<file path="config.mk">
export PLATFORM = sky130hd
export DESIGN_NAME = cache_line_sequencer
export DESIGN_NICKNAME = d
export VERILOG_FILES = /design/src/rtl/cache_line_sequencer.sv
export SDC_FILE = /design/constraint.sdc
export NUM_CORES = 1
export LEC_CHECK = 0
export ABC_AREA = 1
export CAP_MARGIN = 20
export CORE_AREA = 2 2 99 101
export DETAILED_ROUTE_END_ITERATION = 12
export DIE_AREA = 0 0 101 103
export HOLD_SLACK_MARGIN = 0.1
export PLACE_DENSITY = 0.86
export SLEW_MARGIN = 20
export SYNTH_ARGS = -nofsm -noshare
export SYNTH_HDL_FRONTEND = slang
export SYNTH_SLANG_ARGS = --single-unit
</file>
<file path="constraint.sdc">
create_clock -name clk -period 2 [get_ports clk]
set_input_delay 0.2 -clock clk [delete_from_list [all_inputs] [get_ports clk]]
set_output_delay 0.2 -clock clk [all_outputs]
set_load 0.02 [all_outputs]
</file>
<file path="src/rtl/cache_line_sequencer.sv">
// cache_line_sequencer: moves one cache line between the data RAM and the
// memory bus, one 32-bit word at a time. A fill reads words from the bus and
// writes them into the RAM. A writeback reads words from the RAM and writes
// them to the bus.
module cache_line_sequencer #(
  parameter int nr_entries  = 32,
  parameter int line_words  = 8,
  localparam int addr_bits  = $clog2(nr_entries),
  localparam int offs_bits  = $clog2(line_words),
  localparam int index_bits = addr_bits - offs_bits
) (
  input  logic                  clk,
  input  logic                  rst,
  input  logic                  fill_req,
  input  logic                  wb_req,
  input  logic [index_bits-1:0] line_index,
  input  logic [31:0]           line_addr,
  output logic                  busy,
  output logic                  done,
  output logic [31:0]           m_addr,
  output logic [31:0]           m_data,
  output logic                  m_access,
  output logic                  m_wr_en,
  output logic [3:0]            m_bytesel,
  input  logic                  m_ack,
  input  logic [31:0]           m_data_in,
  output logic [addr_bits-1:0]  ram_read_addr,
  input  logic [31:0]           ram_read_data,
  output logic                  ram_wr_en,
  output logic [addr_bits-1:0]  ram_write_addr,
  output logic [31:0]           ram_write_data,
  output logic [3:0]            ram_bytesel
);

  typedef enum logic [2:0] {
    IDLE, FILL, FILL_GAP, WB_RD, WB_WR, DONE
  } state_t;

  localparam logic [offs_bits-1:0] W_LAST = offs_bits'(line_words - 1);

  state_t                  state_q;
  logic [offs_bits-1:0]    w_q;
  logic [index_bits-1:0]   idx_q;
  logic [29-offs_bits:0]   base_q;
  logic                    busy_q;
  logic                    done_q;
  logic                    acc_q;
  logic                    wren_q;
  logic                    first_q;
  logic [31:0]             mdata_q;
  logic [addr_bits-1:0]    rd_addr_q;

  logic                    ack;
  logic                    last;
  logic [offs_bits-1:0]    w_inc;

  // Byte offset and word offset of line_addr are replaced by the word counter.
  logic unused_addr_bits;
  assign unused_addr_bits = ^line_addr[1+offs_bits:0];

  // An acknowledge only counts while a bus access is actually outstanding.
  assign ack   = acc_q & m_ack;
  assign last  = (w_q == W_LAST);
  assign w_inc = w_q + 1'b1;

  // Sequencer FSM: request capture, word counter and all registered outputs.
  always_ff @(posedge clk) begin
    if (rst) begin
      state_q   <= IDLE;
      w_q       <= '0;
      idx_q     <= '0;
      base_q    <= '0;
      busy_q    <= 1'b0;
      done_q    <= 1'b0;
      acc_q     <= 1'b0;
      wren_q    <= 1'b0;
      first_q   <= 1'b0;
      mdata_q   <= '0;
      rd_addr_q <= '0;
    end else begin
      done_q <= 1'b0;
      case (state_q)
        IDLE: begin
          if (wb_req || fill_req) begin
            idx_q     <= line_index;
            base_q    <= line_addr[31:2+offs_bits];
            w_q       <= '0;
            busy_q    <= 1'b1;
            rd_addr_q <= {line_index, {offs_bits{1'b0}}};
            // Writeback wins so a dirty line is saved before being replaced.
            if (wb_req) begin
              state_q <= WB_RD;
            end else begin
              state_q <= FILL;
              acc_q   <= 1'b1;
            end
          end
        end
        FILL: begin
          if (ack) begin
            acc_q <= 1'b0;
            if (last) begin
              state_q <= DONE;
              busy_q  <= 1'b0;
              done_q  <= 1'b1;
            end else begin
              w_q     <= w_inc;
              state_q <= FILL_GAP;
            end
          end
        end
        FILL_GAP: begin
          acc_q   <= 1'b1;
          state_q <= FILL;
        end
        WB_RD: begin
          acc_q   <= 1'b1;
          wren_q  <= 1'b1;
          first_q <= 1'b1;
          state_q <= WB_WR;
        end
        WB_WR: begin
          first_q <= 1'b0;
          if (first_q) mdata_q <= ram_read_data;
          if (ack) begin
            acc_q  <= 1'b0;
            wren_q <= 1'b0;
            if (last) begin
              state_q <= DONE;
              busy_q  <= 1'b0;
              done_q  <= 1'b1;
            end else begin
              w_q       <= w_inc;
              rd_addr_q <= {idx_q, w_inc};
              state_q   <= WB_RD;
            end
          end
        end
        DONE:    state_q <= IDLE;
        default: state_q <= IDLE;
      endcase
    end
  end

  assign busy      = busy_q;
  assign done      = done_q;
  assign m_access  = acc_q;
  assign m_wr_en   = wren_q;
  assign m_bytesel = acc_q ? 4'b1111 : 4'b0000;
  assign m_addr    = {base_q, w_q, 2'b00};
  // The RAM word only arrives in the first WB_WR cycle, so it is forwarded
  // straight to the bus then and held from the capture register afterwards.
  assign m_data    = first_q ? ram_read_data : mdata_q;

  assign ram_read_addr  = rd_addr_q;
  // RAM writes follow the fill ack directly; reset kills a write in flight.
  assign ram_wr_en      = (state_q == FILL) & ack & ~rst;
  assign ram_write_addr = {idx_q, w_q};
  assign ram_write_data = m_data_in;
  assign ram_bytesel    = ram_wr_en ? 4'b1111 : 4'b0000;

endmodule

</file>
==> run notes, run 1 <==
Notes on the physical implementation.

- The peak supply drop is 622 µV, for reference.
- Per the post-synthesis stats, the area per cell is 7.19 µm².
- The total area inside the core boundary comes to 9460 µm².
- The worst register-to-register path has a depth of 9.
- The maximum count of clock buffers along a single path is 2, for reference.
- The cell at the root of the clock tree is clkbuf_8, for reference.
- The height of the die is between 100 and 150 µm, for reference.
- Post-CTS timing repair inserted 0 buffers for setup.
- The cell total in the yosys stat output is 515, for reference.
- The critical path endpoint has a required time of 1.80 ns.
- The largest area contributor in the synthesized netlist is dfxtp_1, for reference.
- The leakage power in the latest report is 0.00211 µW.
- The post-route cell area is around 5000 µm², for reference.
- The final timing summary puts the cycle share of the worst path at 93.3%.
- Per the run summary, max-cap violations total 0.
- Setup repair after global routing left no endpoint under its margin.
- The achievable clock frequency is 0.536 GHz, for reference.
- The synthesized instance count is about 520, for reference.
- The count of TritonRoute iterations in the first routing pass is 4, for reference.
- The class of the most critical setup path is reg2out, for reference.
- The worst setup timing slack at the placement stage is -0.0186 ns, for reference.
- The tally of unique sky130hd cells used after synthesis is 23, for reference.
- The final antenna diode tally reported by the flow is 0.
- On the reported timing paths, the clock transition at the registers reads approximately 0.070 ns.
- Hold analysis shows the worst path with a depth of 0.
- The die covers 10400 µm².
- The power report attributes to the sequential group a share of approximately 33%.
- The net switching power in the latest report is 2550 µW.
- Summing over the stages, the warning tally comes to 32.
- The number of flip-flops in the largest register is 32, for reference.
- Note that the worst hold path type here is in2out.
- The final timing report gives a worst setup slack of 0.134 ns.
- Looking at the clock tree report, the H-tree level count equals 3.
- The area added between synthesis and finish is 38.7%, for reference.
- Sorting the synthesized cells by area gives the leading types as dfxtp_1 (42%), buf_4 (9.9%), a21oi_1 (9.5%).
- The switching part of the total power is 40.0%, for reference.
- The first global-routing pass estimated 14.6 mm of wire.
- Entering global routing, the biggest net connects 44 pins.
- The number of buffer cells added on primary ports is 150, for reference.
- The share of the synthesized area in the top cell type is between 40% and 50%, for reference.
- The number of vias per cell is 4.93, for reference.
- The number of I/O pins is 222, for reference.
- Sequential power for this build is 2090 µW.
- In the Yosys report, the sequential cells make up 41.6% of the chip area.
- The final critical-path required period is between 1.5 and 2 ns, for reference.
- The finished design was reported to have a net count of 719.
- At the worst endpoint, the arrival time is ~1.7 ns.
- After detailed placement, the total cell area comes to 4950 µm².
- The number of hold-repair buffers added at the cts stage is 0, for reference.
- The clock network is responsible for 20.4% of the overall power.
- The worst setup path is captured at an output pin.
- The post-synth register bit count is 77.
- During synthesis, Yosys emitted a total of 0 warnings.
- In this design, the stage delay of the slowest critical-path cell is between 0.6 and 0.7 ns.
- The detailed router placed ~3600 vias in this run.
- The first-iteration detailed-routing DRC count is about 82, for reference.
- TritonRoute reported its final design rule violation total as 0.
- The remaining global-route overflow is 0, for reference.
- The report lists the cells along the critical path as o21ai_0 > clkdlybuf4s50_1.
- The combinational logic power is 2990 µW, for reference.
- The netlist area before placement is between 3000 and 4000 µm², for reference.
- The final max-slew violation count is 0, for reference.
- The number of endpoints with negative hold slack in the final report is 0, for reference.
- The clock network latency to the later pin of the worst-skew pair is approximately 0.35 ns, for reference.
- The worst setup path is launched from a flop.
- The chip area in the Yosys report is 3700 µm², for reference.
- The number of global-route vias before repair is around 3300, for reference.
- The largest share of the power goes to combinational logic.
- TritonRoute output was used to compute an average wire per cell of 13.0 µm.
- The number of sinks handled by clock tree synthesis is 77, for reference.
- Wires add up to 9.55 mm.
- The routability congestion estimate from global placement is 0.982, for reference.
- The design draws about 6400 µW.
- The clock group power is around 1300 µW, for reference.
- The total global-route track usage is 17.5%, for reference.
- Summed over all nets, the half-perimeter wirelength after detailed placement is between 6 and 7 mm.
- The count of filler cells inserted in the layout is 860, for reference.
- Between clock sinks in the finished design, the worst skew comes to 0.0117 ns.
- CTS added clock buffers totalling 9.
- The worst-path cell with the longest stage delay is clkdlybuf4s50_1, for reference.
- In the layout the commonest cells are clkdlybuf4s50_1 (117), nand2_1 (93), dfxtp_1 (76).
- The maximum fanout count along the critical path is 11, for reference.
- The largest register by flop count is mdata_q.
- TritonCTS built the clock tree.
- The run finished with clean final reports.
- The core utilization before placement is 39.2%, for reference.
- The horizontal die dimension reported for this design is 101 µm.
- The internal power of the cells is 3830 µW, for reference.
- Cells with a size suffix above 1 make up a little under 7% of the layout.
- Per the summary, power density relative to cell area is 1240 nW/µm².
- The count of cells resized by post-cts repair is 34, for reference.
- The detailed placer reported the number of placed instances as ~720.
==> run 1: cell type report <==
class                           count  area, µm²  share of cell area (%)
Sequential cell                    77       1540                    30.0
Timing Repair Buffer              161       1560                    30.3
Clock inverter                      5       83.8                    1.63
Clock buffer                       11        141                    2.75
Tap cell                          114        143                    2.78
Inverter                           52        195                    3.80
Multi-Input combinational cell    312       1480                    28.7
==> run 1: final timing paths <==
| kind | start | end | slack, ns |
|---|---|---|---|
| max | first_q$_SDFFE_PP0P_ | m_data[2] | 0.13 |
| min | m_data_in[15] | ram_write_data[15] | 0.40 |
| max reg2reg | state_q[0]$_SDFFE_PP0P_ | m_access$_SDFFE_PP0P_ | 0.50 |
| min reg2reg | mdata_q[21]$_SDFFE_PP0N_ | mdata_q[21]$_SDFFE_PP0N_ | 0.45 |
==> run 1: per-layer routing <==
layer | routed length (µm) | track usage [%] | vias to the layer above
met4 | 107 | 6.24 | 0
met2 | 4310 | 30.3 | 177
li1 | - | - | 1812
met1 | 4150 | 19.4 | 1607
met5 | 0 | 0 | -
met3 | 984 | 7.32 | 12
==> run 1: critical path: cells and delay by family (launching register included) <==
family                 cells  cell delay [ns]
buffers and inverters      1             0.67
flip-flops                 1             0.39
AND-OR/OR-AND              1             0.27
==> run 1: cells in the mapped netlist, drive strengths merged <==
cell    number
a21oi       70
buf         61
clkbuf      14
conb         1
dfxtp       77
ha           3
inv         52
nand2      100
nand3       35
nand4        1
nor2        24
nor3         1
o21ai       73
o21bai       3
==> run 1: cell families after synthesis <==
group	count (synthesis)	synth area share [%]
other	1	0.101
and+or+nand+nor	161	18.5
adders and majority gates	3	1.01
DFF	77	41.6
AOI/OAI and AO/OA	146	20.0
buffers and inverters	127	18.7
**Run 1: local utilization**

The die is cut into 10 by 10 equal tiles; white is low, dark blue is high, 0 to 100% covered.
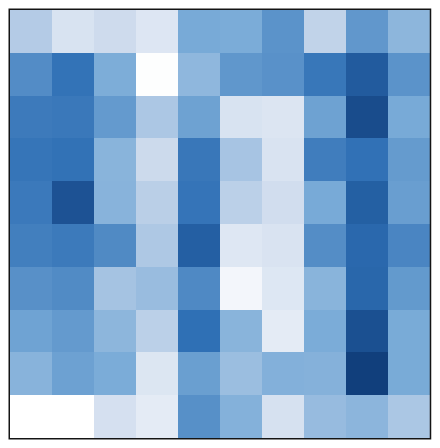
- mean over tiles: 48%
- nearly empty tiles: 3.0%
- fullest tile: 94%
- tiles over 75% full: 9.0%

**Run 1: sequential cells grouped by signal name**

Other sequential cells in the stronger gray, the rest of the logic in the fainter gray.
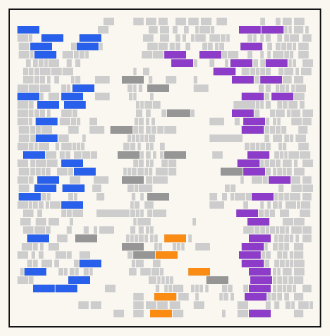
- purple: mdata_q (flops 32; where a column on the right)
- blue: base_q (flops 27)
- orange: ram_read_addr (flops 5; where bottom center)
- not colored: 13

**Run 1: M2 wires**

Cells faint in the background.
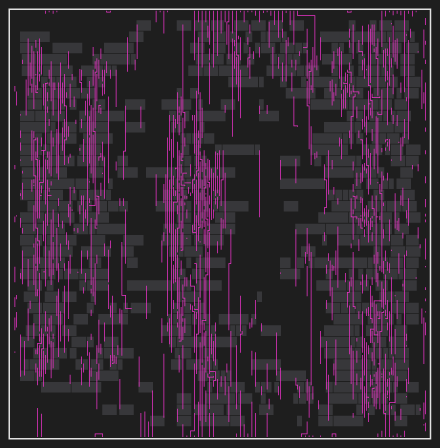
- wire length on this layer: 4310 µm
- main direction: vertical
- nets with wire on the layer: 566
- longest straight run: 51.3 µm
- share of all routed wire: 45%

**Run 1: cell outlines without signal wires**

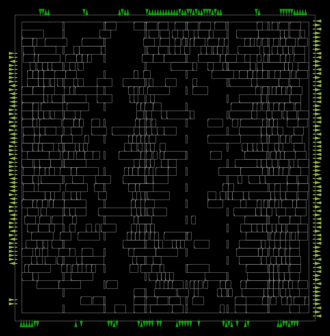
sequential share of cell area: 30.0%
Flop Count: 77
Well Taps: 114
placement row count: 36
Non-Filler Instances: 732

==> run 2: changes to the inputs <==
--- a/config.mk
+++ b/config.mk
@@ -8,11 +8,11 @@
 export ABC_AREA = 1
 export CAP_MARGIN = 20
 export CORE_AREA = 2 2 99 101
+export CTS_CLUSTER_DIAMETER = 120
 export DETAILED_ROUTE_END_ITERATION = 12
 export DIE_AREA = 0 0 101 103
 export HOLD_SLACK_MARGIN = 0.1
 export PLACE_DENSITY = 0.86
-export SLEW_MARGIN = 20
 export SYNTH_ARGS = -nofsm -noshare
 export SYNTH_HDL_FRONTEND = slang
 export SYNTH_SLANG_ARGS = --single-unit
**Run 2: local utilization**

The die is cut into 10 by 10 equal tiles; white is low, dark blue is high, 0 to 100% covered.
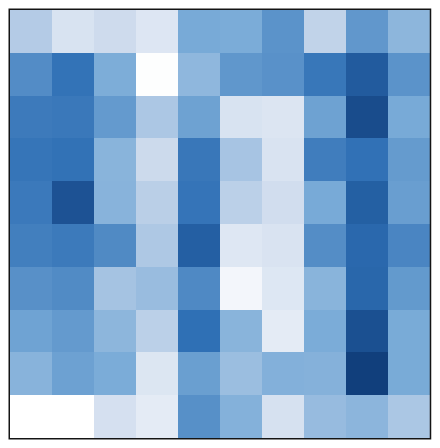
- nearly empty tiles: 3.0%
- mean over tiles: 48%
- tiles over 75% full: 9.0%
- fullest tile: 94%

**Run 2: metal 1**

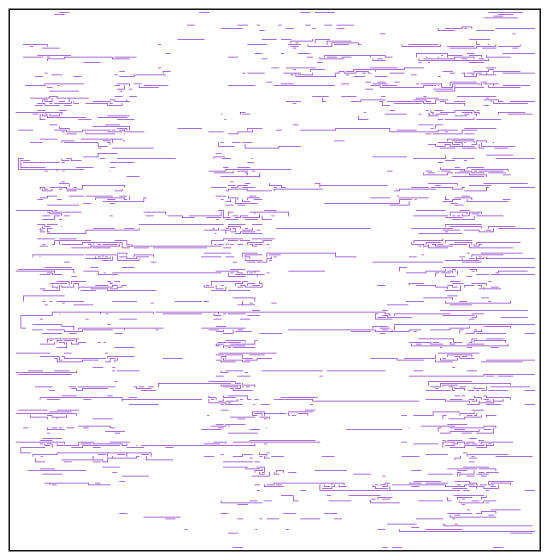
- share of all routed wire: 43%
- nets with wire on the layer: 603
- main direction: horizontal

==> run 2 against run 1 <==
Non-clock buffer count did not move; wire length did not move; worst setup slack did not move; highest routed layer unchanged.
==> run notes, run 2 <==
Notes on the physical implementation.

- The clock network latency to the later pin of the worst-skew pair is approximately 0.35 ns, for reference.
- The startpoint identified for the worst register-to-register timing path is state_q[0]$_SDFFE_PP0P_.
- The netlist area before placement is 3700 µm², for reference.
- The synthesis-stage register bit count is between 70 and 80, for reference.
- The cell area power density is 1240 nW/µm², for reference.
- Synthesis handed over a netlist of 515 instances.
- The first-iteration detailed-routing DRC count is approximately 82, for reference.
- The number of endpoints with negative hold slack in the final report is 0, for reference.
- Between the synthesized netlist and the finished layout, the area growth was recorded as 38.7%.
- Per the OpenROAD floorplan log, the height of the die is 103 µm.
- For this run, the chip area from Yosys synthesis comes to 3700 µm².
- The H-tree level count is 3, for reference.
- Sorting the synthesized cells by how often they occur yields nand2_1 (93), dfxtp_1 (77), a21oi_1 (70).
- Per the synthesis report, the adder-cell share of the synthesized area is 1.01%.
- The detail-routed net length per standard cell is approximately 13 µm, for reference.
- The number of flip-flops in the largest register is 32, for reference.
- A synthesized cell averages 7.19 µm².
- The synthesis warning total is 0, for reference.
- The number of nets in the final layout is 719, for reference.
- For the worst setup path, the data arrival time is 1.67 ns.
- The class of the most critical setup path is reg2out, for reference.
- Walking the worst path, the cells encountered are o21ai_0 > clkdlybuf4s50_1.
- The peak supply drop is 622 µV, for reference.
- The flow ran to the end, and the final reports show no timing, DRC or antenna violations.
- Port buffering added ~150 buffers.
- The setup TNS is 0 ns, for reference.
- The wire length of the first global-routing pass is 14.6 mm, for reference.
- The area fraction in mux cells is 0%, for reference.
- After synthesis, the share of flip-flops with an asynchronous set or reset is 0%.
- Buffers inserted during clock tree synthesis total 9.
- The diode insertion count for antenna repair is 0, for reference.
- The maximum count of clock buffers along a single path is 2, for reference.
- The remaining global-route overflow is 0, for reference.
- The commonest register cell after synthesis is dfxtp_1, for reference.
- Setup repair after global routing left no endpoint under its margin.
- The DRC violation count after routing is 0, for reference.
- The total number of placement rows is 36, for reference.
- The largest net degree at the start of global routing is approximately 44, for reference.
- The horizontal extent of the die is 101 µm, for reference.
- Per the cell usage report, the commonest logic cells after layout are clkdlybuf4s50_1 (117), nand2_1 (93), dfxtp_1 (76).
- The fraction of final layout cells with drive strength greater than 1 is approximately 7%, for reference.
- The share of the core area taken by cells at floorplan is between 30% and 40%.
- The initial antenna violation count is 0, for reference.
- Per Yosys stat, the portion of area used by sequential elements is 41.6%.
- Sorting the synthesis cell report by count puts at the top nand2_1.
- The worst path uses between 90% and 100% of the clock period.
- The number of vias per cell is 4.93, for reference.
- The number of sinks handled by clock tree synthesis is between 70 and 80, for reference.
- The kind of capture point of the worst setup path is an output pin, for reference.
- The timing report gives the worst reg2reg path a setup slack of 0.50 ns.
- The final hold slack is roughly 0.40 ns, for reference.
- The top register by number of flip-flops is mdata_q, for reference.
- Looking at hold timing, the worst path starts from m_data_in[15].
- Yosys attributes the largest share of cell area to dfxtp_1 (42%), buf_4 (9.9%), a21oi_1 (9.5%).
- The stage-log warning count is 32, for reference.
- The leakage component of the power is 0.00211 µW, for reference.
- The number of enable flip-flop cells is 0, for reference.
- The worst setup path is launched from a flop.
- According to the report, the first pass of detailed routing completed in 4 iterations.
- The total global-route track usage is 17.5%, for reference.
- At the worst endpoint, the required time is between 1.5 and 2 ns.
- STA lists the maximum fanout along the critical path as 11.
- The worst-path cell with the longest stage delay is clkdlybuf4s50_1, for reference.
- The region available for standard cell placement spans 9460 µm².
- The cell type that accounts for the most area after synthesis is dfxtp_1.
- The basic-gate share of the synthesized area counting and, or, nand and nor cells is 18.5%, for reference.
- The number of I/O pins is 222, for reference.
- The gate family responsible for the most delay along the worst path is buffers and inverters, for reference.
- The die area is 10400 µm², for reference.
- Once layout is done, the placed cells without fillers occupy 5140 µm².
- The maximum cell stage delay along the critical path is roughly 0.67 ns, for reference.
- The clock-pin transition on the worst setup and hold timing paths is 0.07 ns, for reference.
- The final worst clock skew is between 0.01 and 0.015 ns, for reference.
- The number of global-route vias before repair came to 3304.
- The most frequent logic cell in the layout is clkdlybuf4s50_1, for reference.
- The post-synthesis compound-gate area fraction is 20.0%, for reference.
- The tally of nets with antenna violations remaining after routing is 0, for reference.
- The count of buffer and inverter cells on the critical path is 1, for reference.
- The tally of unique sky130hd cells used after synthesis is 23, for reference.
- The min-delay analysis places its worst path in the category in2out.
- For this run, the final setup violation count is recorded as 0.
- The final HPWL from detailed placement is 6.81 mm, for reference.
- Per the run summary, max-cap violations total 0.
- The achievable clock frequency is 0.536 GHz, for reference.
- The TritonCTS clock tree is built, for reference.
- The synthesized netlist devotes 0% of its cell area to XOR and XNOR gates.
- The share of the synthesized area in the top cell type is 41.6%, for reference.
- Wires add up to 9.55 mm.
- The via total after detailed routing is approximately 3600, for reference.
- The dominant kind of combinational cell is AND-OR/OR-AND gates, for reference.
- The final max-slew violation count is 0, for reference.
- The routability congestion estimate from global placement is 0.982, for reference.
- Per the Yosys statistics, synthesis produced 515 cells.
- The placed instances occupy a cell area of 4950 µm².
- The buffers inserted during post-CTS setup optimization is 0, for reference.
- The cell at the root of the clock tree is clkbuf_8, for reference.
- According to the timing report, the critical path is launched from first_q$_SDFFE_PP0P_.
- The final critical-path required period is 1.87 ns, for reference.
run 2: cell counts after synthesis:
Identical to the previous run, type by type.
run 2: stage by stage:
stage          util (%)  std cells  setup WS, ns  power (µW)
2_1_floorplan         -        516         0.263        4130
3_3_place_gp       52.3        716       -0.0131        5090
3_5_place_dp       52.3        716       -0.0186        5190
4_1_cts            54.3        732         0.104        6450
5_1_grt            54.3        732        0.0276        6830
6_report           54.3        732         0.134        6390
run 2: metal layers:
layer	share of wire, %	vias to the layer above	GRT usage (%)
li1	-	1812	-
met1	43	1607	19.4
met2	45	177	30.3
met3	10	12	7.32
met4	1.1	0	6.24
met5	0	-	0
run 2: repair_timing:
item	CTS	global route
resized	34	0
endpoints found under the hold margin	0	0
endpoints found under the setup margin	33	0
hold buffers	0	0
run 2: cells by family after synthesis:
| group | count (synthesis) |
|---|---|
| and+or+nand+nor | 161 |
| AOI/OAI and AO/OA | 146 |
| buffers and inverters | 127 |
| DFF | 77 |
| adders and majority gates | 3 |
| other | 1 |
run 2: worst paths after layout:
check,to,cells past startpoint
worst min-delay path,ram_write_data[15],0
worst max register to register,m_access$_SDFFE_PP0P_,9
worst min register to register,mdata_q[21]$_SDFFE_PP0N_,2
worst max-delay path,m_data[2],2
run 2: layout make-up:
class                      instances  area (µm²)
multi-input combinational        312        1480
inverter                          52         195
clock buffer                      11         141
tap                              114         143
fill                             860        4320
clock inverter                     5        83.8
sequential                        77        1540
timing repair buffer             161        1560
run 2: report_power, final:
| part | internal, µW | total (µW) | leakage, µW | switching [µW] |
|---|---|---|---|---|
| logic | 1230 | 2990 | 0.00138 | 1770 |
| registers | 1870 | 2090 | 0.000629 | 217 |
| clock network | 739 | 1300 | 0.000106 | 564 |
Power and IR drop assume default switching activity.
